`src/rtl/uart_rx_cfg.sv`:
```
// Parametrised UART receiver: 2-flop input synchroniser, mid-bit sampling,
// configurable data width, optional odd/even parity, one or two stop bits,
// per-frame parity/framing flags and a busy indication.
module uart_rx_cfg #(
    parameter int HALF_BIT_PERIOD = 100,
    parameter int DATA_BITS       = 8,
    parameter int PARITY          = 0,
    parameter int STOP_BITS       = 1
) (
    input  logic                 clk,
    input  logic                 rst_n,
    input  logic                 data_in,
    output logic [DATA_BITS-1:0] data_out,
    output logic                 valid,
    output logic                 parity_err,
    output logic                 frame_err,
    output logic                 busy
);
    localparam int              CW      = $clog2(2 * HALF_BIT_PERIOD);
    localparam logic [CW-1:0]   HALF_M1 = CW'(HALF_BIT_PERIOD - 1);
    localparam logic [CW-1:0]   FULL_M1 = CW'(2 * HALF_BIT_PERIOD - 1);
    localparam logic [3:0]      DB_M1   = 4'(DATA_BITS - 1);
    localparam logic [3:0]      SB_M1   = 4'(STOP_BITS - 1);

    if (DATA_BITS < 5 || DATA_BITS > 9) begin : g_bad_data_bits
        $error("uart_rx_cfg: DATA_BITS must be 5..9");
    end
    if (PARITY < 0 || PARITY > 2) begin : g_bad_parity
        $error("uart_rx_cfg: PARITY must be 0, 1 or 2");
    end
    if (STOP_BITS != 1 && STOP_BITS != 2) begin : g_bad_stop_bits
        $error("uart_rx_cfg: STOP_BITS must be 1 or 2");
    end
    if (HALF_BIT_PERIOD < 2) begin : g_bad_period
        $error("uart_rx_cfg: HALF_BIT_PERIOD must be >= 2");
    end

    typedef enum logic [2:0] {S_IDLE, S_START, S_DATA, S_PAR, S_STOP} state_t;

    state_t               state_q, state_d;
    logic [1:0]           sync_q;
    logic [CW-1:0]        cnt_q, cnt_d;
    logic [3:0]           bit_q, bit_d;
    logic [DATA_BITS-1:0] shreg_q, shreg_d;
    logic                 pbit_q, pbit_d;
    logic                 ferr_q, ferr_d;
    logic                 armed_q, armed_d;
    logic [DATA_BITS-1:0] dout_q, dout_d;
    logic                 perr_q, perr_d;
    logic                 fout_q, fout_d;
    logic                 valid_q, valid_d;
    logic                 s_in, tick, stop_low, par_bad;

    assign s_in = sync_q[1];
    assign tick = (cnt_q == '0);

    // Parity check on the assembled word; mismatch sense depends on odd/even.
    always_comb begin
        par_bad = 1'b0;
        case (PARITY)
            1:       par_bad = ~(^shreg_q ^ pbit_q);
            2:       par_bad = ^shreg_q ^ pbit_q;
            default: par_bad = 1'b0;
        endcase
    end

    // Next-state logic: counter paces mid-bit samples, FSM walks the frame.
    always_comb begin
        state_d  = state_q;
        cnt_d    = cnt_q;
        bit_d    = bit_q;
        shreg_d  = shreg_q;
        pbit_d   = pbit_q;
        ferr_d   = ferr_q;
        armed_d  = armed_q;
        dout_d   = dout_q;
        perr_d   = perr_q;
        fout_d   = fout_q;
        valid_d  = 1'b0;
        stop_low = ferr_q | ~s_in;
        if (state_q != S_IDLE) cnt_d = tick ? FULL_M1 : cnt_q - 1'b1;
        case (state_q)
            S_IDLE: begin
                // Arming on a high line keeps a stuck-low line from retriggering.
                if (s_in) armed_d = 1'b1;
                if (armed_q && !s_in) begin
                    state_d = S_START;
                    cnt_d   = HALF_M1;
                end
            end
            S_START: if (tick) begin
                if (s_in) state_d = S_IDLE;
                else begin
                    state_d = S_DATA;
                    bit_d   = '0;
                    ferr_d  = 1'b0;
                end
            end
            S_DATA: if (tick) begin
                shreg_d = {s_in, shreg_q[DATA_BITS-1:1]};
                bit_d   = bit_q + 4'd1;
                if (bit_q == DB_M1) begin
                    bit_d   = '0;
                    state_d = (PARITY != 0) ? S_PAR : S_STOP;
                end
            end
            S_PAR: if (tick) begin
                pbit_d  = s_in;
                state_d = S_STOP;
            end
            S_STOP: if (tick) begin
                if (bit_q == SB_M1) begin
                    // Leave mid stop bit so a following start edge is caught.
                    dout_d  = shreg_q;
                    perr_d  = par_bad;
                    fout_d  = stop_low;
                    valid_d = 1'b1;
                    armed_d = 1'b0;
                    state_d = S_IDLE;
                end else begin
                    ferr_d = stop_low;
                    bit_d  = bit_q + 4'd1;
                end
            end
            default: state_d = S_IDLE;
        endcase
    end

    // State and datapath registers with synchronous active-low reset.
    always_ff @(posedge clk) begin
        if (!rst_n) begin
            state_q <= S_IDLE;
            sync_q  <= 2'b11;
            cnt_q   <= '0;
            bit_q   <= '0;
            shreg_q <= '0;
            pbit_q  <= 1'b0;
            ferr_q  <= 1'b0;
            armed_q <= 1'b0;
            dout_q  <= '0;
            perr_q  <= 1'b0;
            fout_q  <= 1'b0;
            valid_q <= 1'b0;
        end else begin
            state_q <= state_d;
            sync_q  <= {sync_q[0], data_in};
            cnt_q   <= cnt_d;
            bit_q   <= bit_d;
            shreg_q <= shreg_d;
            pbit_q  <= pbit_d;
            ferr_q  <= ferr_d;
            armed_q <= armed_d;
            dout_q  <= dout_d;
            perr_q  <= perr_d;
            fout_q  <= fout_d;
            valid_q <= valid_d;
        end
    end

    assign data_out   = dout_q;
    assign valid      = valid_q;
    assign parity_err = perr_q;
    assign frame_err  = fout_q;
    assign busy       = (state_q != S_IDLE);

endmodule

```
`config.mk`:
```
export PLATFORM = sky130hd
export DESIGN_NAME = uart_rx_cfg
export DESIGN_NICKNAME = d
export VERILOG_FILES = /design/src/rtl/uart_rx_cfg.sv
export SDC_FILE = /design/constraint.sdc
export NUM_CORES = 1
export LEC_CHECK = 0
export CORE_AREA = 2 2 65 67
export DETAILED_ROUTE_END_ITERATION = 8
export DIE_AREA = 0 0 67 69
export PLACE_DENSITY_LB_ADDON = 0.15
export SYNTH_ARGS = -nofsm -noshare
export SYNTH_HDL_FRONTEND = slang
export SYNTH_SLANG_ARGS = --single-unit
export TNS_END_PERCENT = 30
```
`constraint.sdc`:
```
create_clock -name clk -period 5.36 [get_ports clk]
set_input_delay 0.536 -clock clk [delete_from_list [all_inputs] [get_ports clk]]
set_output_delay 0.536 -clock clk [all_outputs]
set_load 0.005 [all_outputs]
```
Fig. 1: run 1, clock nets
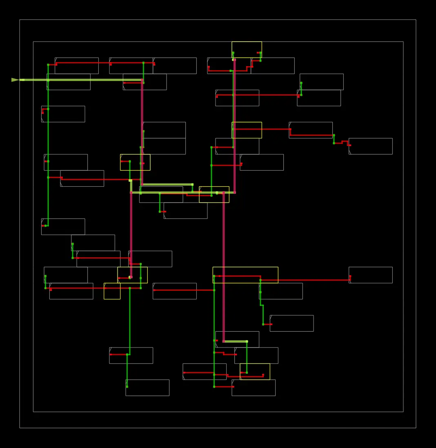
CTS Buf Count: 5
Clk power: 0.253 mW
Clock Skew: 0.00826 ns
registers: 37

Fig. 2: run 1, where the registers sit
Drawn at 6 px/µm. Other sequential cells in the stronger gray, the rest of the logic in the fainter gray.
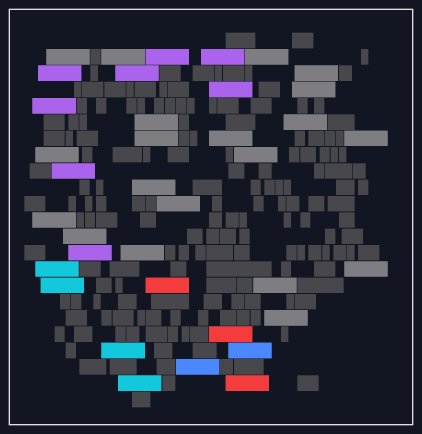
color	netlist name	sequential cells
red	`state_q`	3
cyan	`bit_q`	4
purple	`data_out`	8
blue	`sync_q`	2
not colored	20
Seq power: 0.283 mW
Flop area: 741 µm²

==> flow_metrics.py, run 1 <==
# Physical implementation metrics
metrics = {
    "power": {
        "p_sw_frac": 0.233,
        "maxPowerGroup": "registers",
        "powerDensity_nw_per_um2": 293,
        "p_comb_mw": 0.0425,
        "p_comb_frac": 0.073,
        "finalPower_mw": 0.578,
        "leakage_nw": 0.758,
        "ir_drop_mv": 0.181,
        "seqPwrFrac": 0.490,
        "power_frac_clock": 0.437,
        "p_int_mw": 0.443,
    },
    "yosys": {
        "synth_area_um2": 1710,
        "yosys_warnings": 0,
        "async_flop_share": 0,
        "avgSynthCellArea_um2": 9.02,
        "synth_top_area_share": 0.432,
        "yosysChipArea_um2": 1710,
        "topCellsByArea": "dfxtp_1 (43%), mux2i_1 (6.4%), a21oi_1 (6.1%)",
        "largest_area_cell": "dfxtp_1",
        "ys_seq_share": 0.432,
        "yosys.area_share.simple": 0.271,
        "synthDistinctLibCells": 50,
        "edf_count": 0,
        "flop_cell": "dfxtp_1",
        "yosys_cells": 190,
        "synth-compound-area-share": 0.151,
        "synth_cells": 190,
        "fp_nets": 197,
        "ys_sh_xor": 0.00511,
    },
    "floorplan": {
        "nWellTaps": 50,
        "dieArea_um2": 4620,
        "fp_util": 0.438,
        "io_pins": 15,
        "die_w_um": 67,
        "fp.dieH_um": 69,
    },
    "timing": {
        "setup-tns-final_ns": 0,
        "relSlewSlack": 0.394,
        "drv_slew": 0,
        "tightest_slew_ns": 0.908,
        "layout_setup_ws_ns": 2.71,
        "fin_crit_sh": 0.494,
        "setup_violations": 0,
        "hold_slack_ns": 0.409,
        "fmax_ghz": 0.377,
        "rsz0062_at_grt": "false",
    },
    "setup_path": {
        "arrival_ns": 2.11,
        "r2r-start": "bit_q[0]$_SDFFE_PN0P_",
        "crit_fanout": 10,
        "critical_path_class": "reg -> out",
        "r2r_end": "frame_err$_SDFFE_PN0P_",
        "cp_num_cells": 3,
        "path_cells": "nor3_1 -> inv_2 -> clkdlybuf4s50_1",
        "worst-path-buf-inv": 2,
        "r2r_slack_ns": 3.02,
        "crit_path_start_kind": "flop",
        "crit_start": "state_q[1]$_SDFFE_PN0P_",
        "endpoint": "busy",
        "cp_top_family": "buffers and inverters",
        "critical-path-max-stage-delay_ns": 0.70,
        "crit_slowest_cell": "nor3_1",
        "reg2reg_depth": 6,
    },
    "cells_and_area": {
        "utilization": 0.504,
        "final_cell_mix": "dfxtp_1 (37), a21oi_1 (21), nor2_1 (19), clkdlybuf4s50_1 (13), mux2i_1 (11)",
        "inv_count": 6,
        "n_all_buffers": 13,
        "drive_gt1_frac": 0.0896,
        "diodes": 0,
        "clkCellAreaFrac": 0.0609,
        "area_share_nonclk_buffers": 0.0660,
        "comb-cell-share": 0.454,
        "fill_cells": 392,
        "final_cells": 251,
        "final.clkbuf_count": 6,
        "syn2layout_area_growth_pct": 15.1,
        "logic_gate_count": 137,
        "layout_top_cell": "dfxtp_1",
        "logic_area_um2": 896,
    },
    "cts": {
        "root_buffer": "clkbuf_8",
        "cts.sinks": 37,
        "clkLatencyLatePin_ns": 0.30,
        "htreeDepth": 2,
        "clk_pin_slew_ns": 0.07,
        "post_cts_buffers": 0,
        "cts_tree": "built",
        "clock_path_buffers": 2,
        "ctsHoldBuffers": 0,
    },
    "status": {
        "status": "finished, final reports clean",
    },
    "placed_design": {
        "dp_slack_ns": 2.97,
        "placed_cell_area_um2": 1850,
        "dp_cells": 243,
        "gp_congestion": 0.801,
        "port_buffers": 13,
    },
    "routing": {
        "drt_iter0_drc": 86,
        "vias": 1399,
        "first_pass_iters": 4,
        "drc": 0,
        "route.met3.wl_um": 134,
        "wl_met1_um": 1670,
        "drtAntennaViolNets": 0,
        "wl_met2_um": 1720,
        "routed_wl_um": 3600,
        "routed_via_density": 5.57,
        "highest_layer": "met4",
    },
    "min_path": {
        "min_to": "sync_q[1]$_SDFF_PN1_",
        "worstHoldPathType": "reg -> reg",
        "min-delay-start": "sync_q[0]$_SDFF_PN1_",
        "holdPathStages": 1,
    },
    "global_routing": {
        "grtUsageMet1": 0.219,
        "grt_use_met2": 0.273,
        "grt_antenna_before_repair": 0,
        "grt_util_met3": 0.0359,
        "grt_overflow": 0,
        "grt.total_usage": 0.174,
        "grt_max_degree": 31,
        "grt_pass1_wl_um": 6110,
    },
    "job": {
        "warning_count": 28,
    },
}
Fig. 3: run 1, PDN straps and rails
Drawn at 6 px/µm. Pins as bars on the die edge.
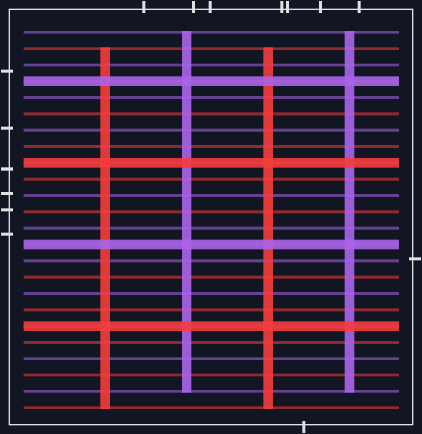
color	net
red	VSS
purple	VDD
met5 straps	4
rows	23

==> inputs of run 2 (changes only) <==
clock period = 2.6 ns   (was 5.36 ns; I/O delays follow)
Fig. 4: run 2, M2 wires
Drawn at 6 px/µm.
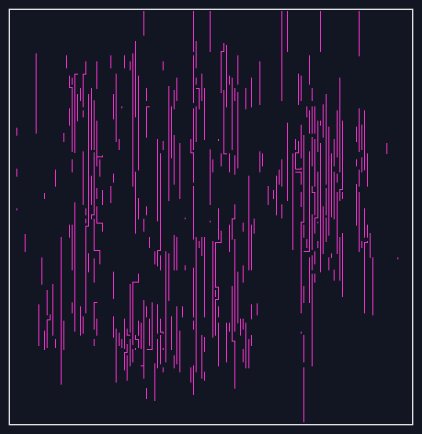
share of all routed wire	47%
main direction	vertical
longest straight run	24.5 µm
wire length on this layer	1630 µm

Fig. 5: run 2, where the registers sit
Drawn at 6 px/µm. Other sequential cells in the stronger gray, the rest of the logic in the fainter gray.
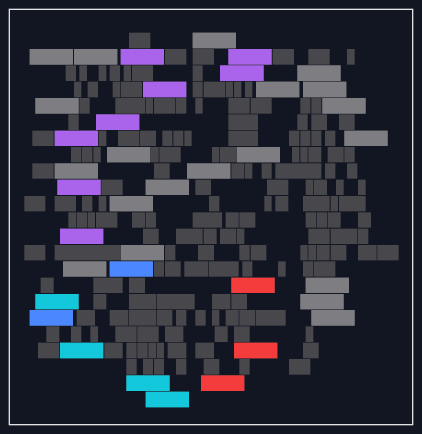
color	netlist name	sequential cells
cyan	`bit_q`	4
blue	`sync_q`	2
red	`state_q`	3
purple	`data_out`	8
not colored	20

Fig. 6: run 2, clock nets
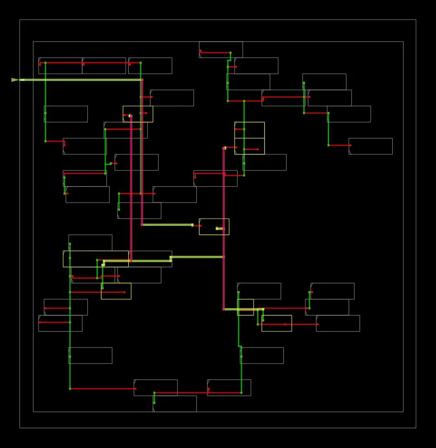
Clk power: 0.515 mW
clock sinks: 37
Clock Skew: 0.00732 ns

==> flow_metrics.py, run 2 <==
# Physical implementation metrics
metrics = {
    "setup_path": {
        "crit_start": "state_q[2]$_SDFFE_PN0P_",
        "path_cells": "nor3_1 -> buf_4 -> inv_2 -> clkdlybuf4s50_1",
        "r2r-start": "cnt_q[0]$_SDFF_PN0_",
        "crit_path_start_kind": "flop",
        "arrival_ns": 1.74,
        "r2r_end": "ferr_q$_SDFFE_PN0P_",
        "crit_fanout": 10,
        "r2r_slack_ns": 0.60,
        "endpoint": "busy",
        "reg2reg_depth": 6,
        "critical_path_class": "reg -> out",
        "cp_top_family": "buffers and inverters",
        "crit_slowest_cell": "dfxtp_1",
        "critical-path-max-stage-delay_ns": 0.52,
    },
    "min_path": {
        "holdPathStages": 1,
        "min-delay-start": "sync_q[0]$_SDFF_PN1_",
        "worstHoldPathType": "reg -> reg",
        "min_to": "sync_q[1]$_SDFF_PN1_",
    },
    "yosys": {
        "edf_count": 0,
        "synth_area_um2": 1710,
        "topCellsByArea": "dfxtp_1 (43%), mux2i_1 (6.4%), a21oi_1 (6.1%)",
        "synth-compound-area-share": 0.151,
        "yosys.area_share.simple": 0.271,
        "fp_nets": 197,
        "yosysChipArea_um2": 1710,
        "yosys_warnings": 0,
        "async_flop_share": 0,
        "synth_cells": 190,
        "flop_cell": "dfxtp_1",
        "synthDistinctLibCells": 50,
        "ys_sh_xor": 0.00511,
        "largest_area_cell": "dfxtp_1",
        "yosys_cells": 190,
        "avgSynthCellArea_um2": 9.02,
        "synth_top_area_share": 0.432,
        "ys_seq_share": 0.432,
    },
    "placed_design": {
        "dp_slack_ns": 0.609,
        "placed_cell_area_um2": 1900,
        "gp_congestion": 0.796,
        "port_buffers": 13,
        "dp_cells": 249,
    },
    "power": {
        "finalPower_mw": 1.19,
        "leakage_nw": 0.786,
        "p_sw_frac": 0.229,
        "p_comb_mw": 0.0921,
        "p_int_mw": 0.918,
        "powerDensity_nw_per_um2": 590,
        "pg_seq_mw": 0.584,
        "power_frac_clock": 0.432,
        "maxPowerGroup": "registers",
        "p_comb_frac": 0.077,
        "seqPwrFrac": 0.490,
        "ir_drop_mv": 0.446,
    },
    "job": {
        "warning_count": 28,
    },
    "timing": {
        "drv_slew": 0,
        "fin_crit_sh": 0.770,
        "relSlewSlack": 0.580,
        "layout_setup_ws_ns": 0.598,
        "fmax_ghz": 0.500,
        "hold_slack_ns": 0.417,
        "setup_violations": 0,
        "setup-tns-final_ns": 0,
        "rsz0062_at_grt": "false",
        "tightest_slew_ns": 0.629,
    },
    "cells_and_area": {
        "inv_count": 6,
        "area_share_nonclk_buffers": 0.0868,
        "comb-cell-share": 0.444,
        "clkCellAreaFrac": 0.0596,
        "logic_gate_count": 137,
        "drive_gt1_frac": 0.116,
        "final_cells": 257,
        "register_area_um2": 741,
        "layout_top_cell": "dfxtp_1",
        "final_cell_mix": "dfxtp_1 (37), a21oi_1 (21), nor2_1 (19), clkdlybuf4s50_1 (13), mux2i_1 (11)",
        "final.clkbuf_count": 6,
        "logic_area_um2": 896,
        "utilization": 0.515,
        "diodes": 0,
        "design.seq.count": 37,
        "syn2layout_area_growth_pct": 17.7,
    },
    "routing": {
        "highest_layer": "met4",
        "drtAntennaViolNets": 0,
        "first_pass_iters": 4,
        "route.met3.wl_um": 157,
        "wl_met2_um": 1630,
        "drc": 0,
        "vias": 1402,
        "wl_met1_um": 1640,
        "routed_wl_um": 3500,
    },
    "global_routing": {
        "grt.total_usage": 0.169,
        "grt_pass1_wl_um": 5970,
        "grt_antenna_before_repair": 0,
        "grt_overflow": 0,
        "grtUsageMet1": 0.226,
        "grt_use_met2": 0.255,
        "grt_util_met3": 0.0343,
        "grt_max_degree": 20,
    },
    "cts": {
        "root_buffer": "clkbuf_8",
        "ctsHoldBuffers": 0,
        "clock_path_buffers": 2,
        "numCtsBuffers": 5,
        "cts_tree": "built",
        "post_cts_buffers": 0,
        "clk_pin_slew_ns": 0.07,
        "htreeDepth": 2,
        "clkLatencyLatePin_ns": 0.29,
    },
    "floorplan": {
        "die_w_um": 67,
        "dieArea_um2": 4620,
        "fp_util": 0.438,
        "fp.dieH_um": 69,
        "io_pins": 15,
        "row_count": 23,
    },
    "status": {
        "status": "finished, final reports clean",
    },
}
==> inputs of run 3 (changes only) <==
clock period = 1.8 ns   (was 2.6 ns; I/O delays follow)
Fig. 7: run 3, where the registers sit
Drawn at 6 px/µm. Other sequential cells in the stronger gray, the rest of the logic in the fainter gray.
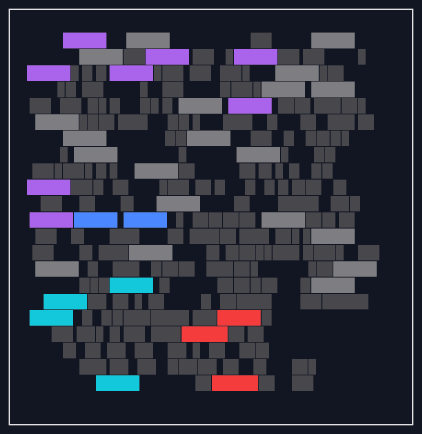
color	netlist name	sequential cells
blue	`sync_q`	2
red	`state_q`	3
cyan	`bit_q`	4
purple	`data_out`	8
not colored	20
Seq/total area: 0.339
Flop area: 743 µm²
final core occ: 0.560
Seq power: 0.840 mW

Fig. 8: run 3, clock nets
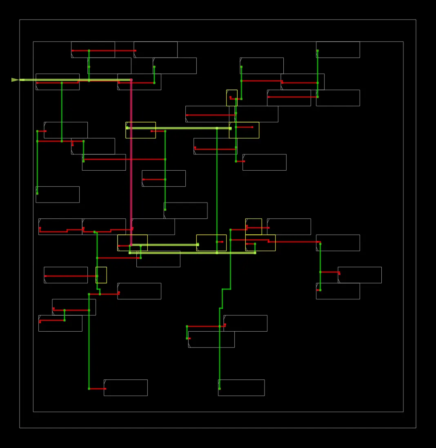
Clock Skew: 0.00733 ns
clk_lat worst skew: 0.28 ns
Clk power: 0.565 mW
clock buffers: 5

Fig. 9: run 3, PDN straps and rails
Drawn at 6 px/µm. Pins as bars on the die edge.
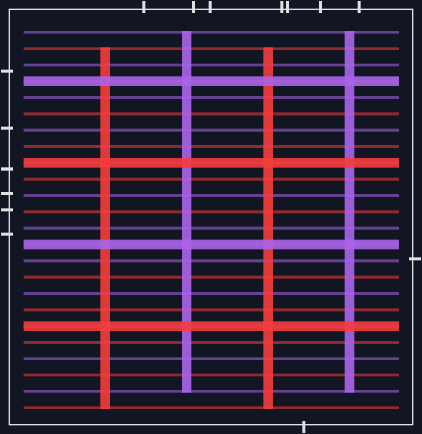
color	net
red	VSS
purple	VDD
rows	23
met1 rails	24
die width: 67 µm
peak supply drop: 0.697 mV
Core Footprint: 3910 µm²
die height: 69 µm

==> flow_metrics.py, run 3 <==
# Physical implementation metrics
metrics = {
    "status": {
        "status": "finished, final reports clean",
    },
    "cells_and_area": {
        "logic_area_um2": 936,
        "final_cell_mix": "dfxtp_1 (35), buf_4 (28), a21oi_1 (20), nor2_1 (19), clkdlybuf4s50_1 (13)",
        "fill_cells": 361,
        "n_all_buffers": 41,
        "clkCellAreaFrac": 0.0394,
        "design.seq.count": 37,
        "comb-cell-share": 0.427,
        "diodes": 0,
        "inv_count": 6,
        "final_cells": 279,
        "area_share_nonclk_buffers": 0.155,
        "layout_top_cell": "dfxtp_1",
        "syn2layout_area_growth_pct": 27.9,
    },
    "routing": {
        "first_pass_iters": 4,
        "drc": 0,
        "vias": 1487,
        "drt_iter0_drc": 68,
        "routed_via_density": 5.33,
        "routed_wl_um": 3880,
        "wl_met1_um": 1780,
        "highest_layer": "met4",
        "drtAntennaViolNets": 0,
    },
    "floorplan": {
        "io_pins": 15,
        "dieArea_um2": 4620,
        "fp_util": 0.438,
        "nWellTaps": 50,
        "row_count": 23,
    },
    "global_routing": {
        "grt_overflow": 0,
        "grt_max_degree": 14,
        "grt_antenna_before_repair": 0,
        "grtUsageMet1": 0.234,
        "grt_use_met2": 0.294,
    },
    "cts": {
        "cts_tree": "built",
        "clock_path_buffers": 2,
        "root_buffer": "clkbuf_8",
        "clk_pin_slew_ns": 0.07,
        "numCtsBuffers": 5,
        "cts.sinks": 37,
    },
    "yosys": {
        "yosys.area_share.simple": 0.271,
        "synth_top_area_share": 0.432,
        "fp_nets": 197,
        "synthDistinctLibCells": 50,
        "largest_area_cell": "dfxtp_1",
        "ys_seq_share": 0.432,
        "async_flop_share": 0,
        "yosys_cells": 190,
        "edf_count": 0,
        "avgSynthCellArea_um2": 9.02,
        "synth-compound-area-share": 0.151,
    },
    "timing": {
        "layout_setup_ws_ns": 0.0275,
        "fin_crit_sh": 0.985,
        "fmax_ghz": 0.564,
        "setup_violations": 0,
        "rsz0062_at_grt": "true",
    },
    "setup_path": {
        "crit_fanout": 7,
        "critical-path-max-stage-delay_ns": 0.56,
        "crit_path_start_kind": "flop",
        "crit_slowest_cell": "or4b_4",
        "worst-path-buf-inv": 0,
        "r2r_end": "bit_q[0]$_SDFFE_PN0P_",
        "arrival_ns": 2.00,
        "r2r-start": "state_q[2]$_SDFFE_PN0P_",
        "cp_top_family": "simple AND/OR/NAND/NOR gates",
        "reg2reg_depth": 4,
        "crit_start": "state_q[2]$_SDFFE_PN0P_",
        "endpoint": "bit_q[0]$_SDFFE_PN0P_",
    },
    "min_path": {
        "holdPathStages": 1,
        "worstHoldPathType": "reg -> reg",
        "min-delay-start": "sync_q[0]$_SDFF_PN1_",
    },
    "placed_design": {
        "dp_slack_ns": -0.0269,
        "placed_cell_area_um2": 2050,
        "dp_cells": 270,
    },
    "power": {
        "power_frac_clock": 0.353,
        "p_comb_mw": 0.196,
        "p_comb_frac": 0.123,
        "seqPwrFrac": 0.525,
        "powerDensity_nw_per_um2": 731,
        "finalPower_mw": 1.60,
        "maxPowerGroup": "registers",
        "p_sw_frac": 0.258,
    },
    "job": {
        "warning_count": 29,
    },
}
Power and IR drop assume default switching activity.
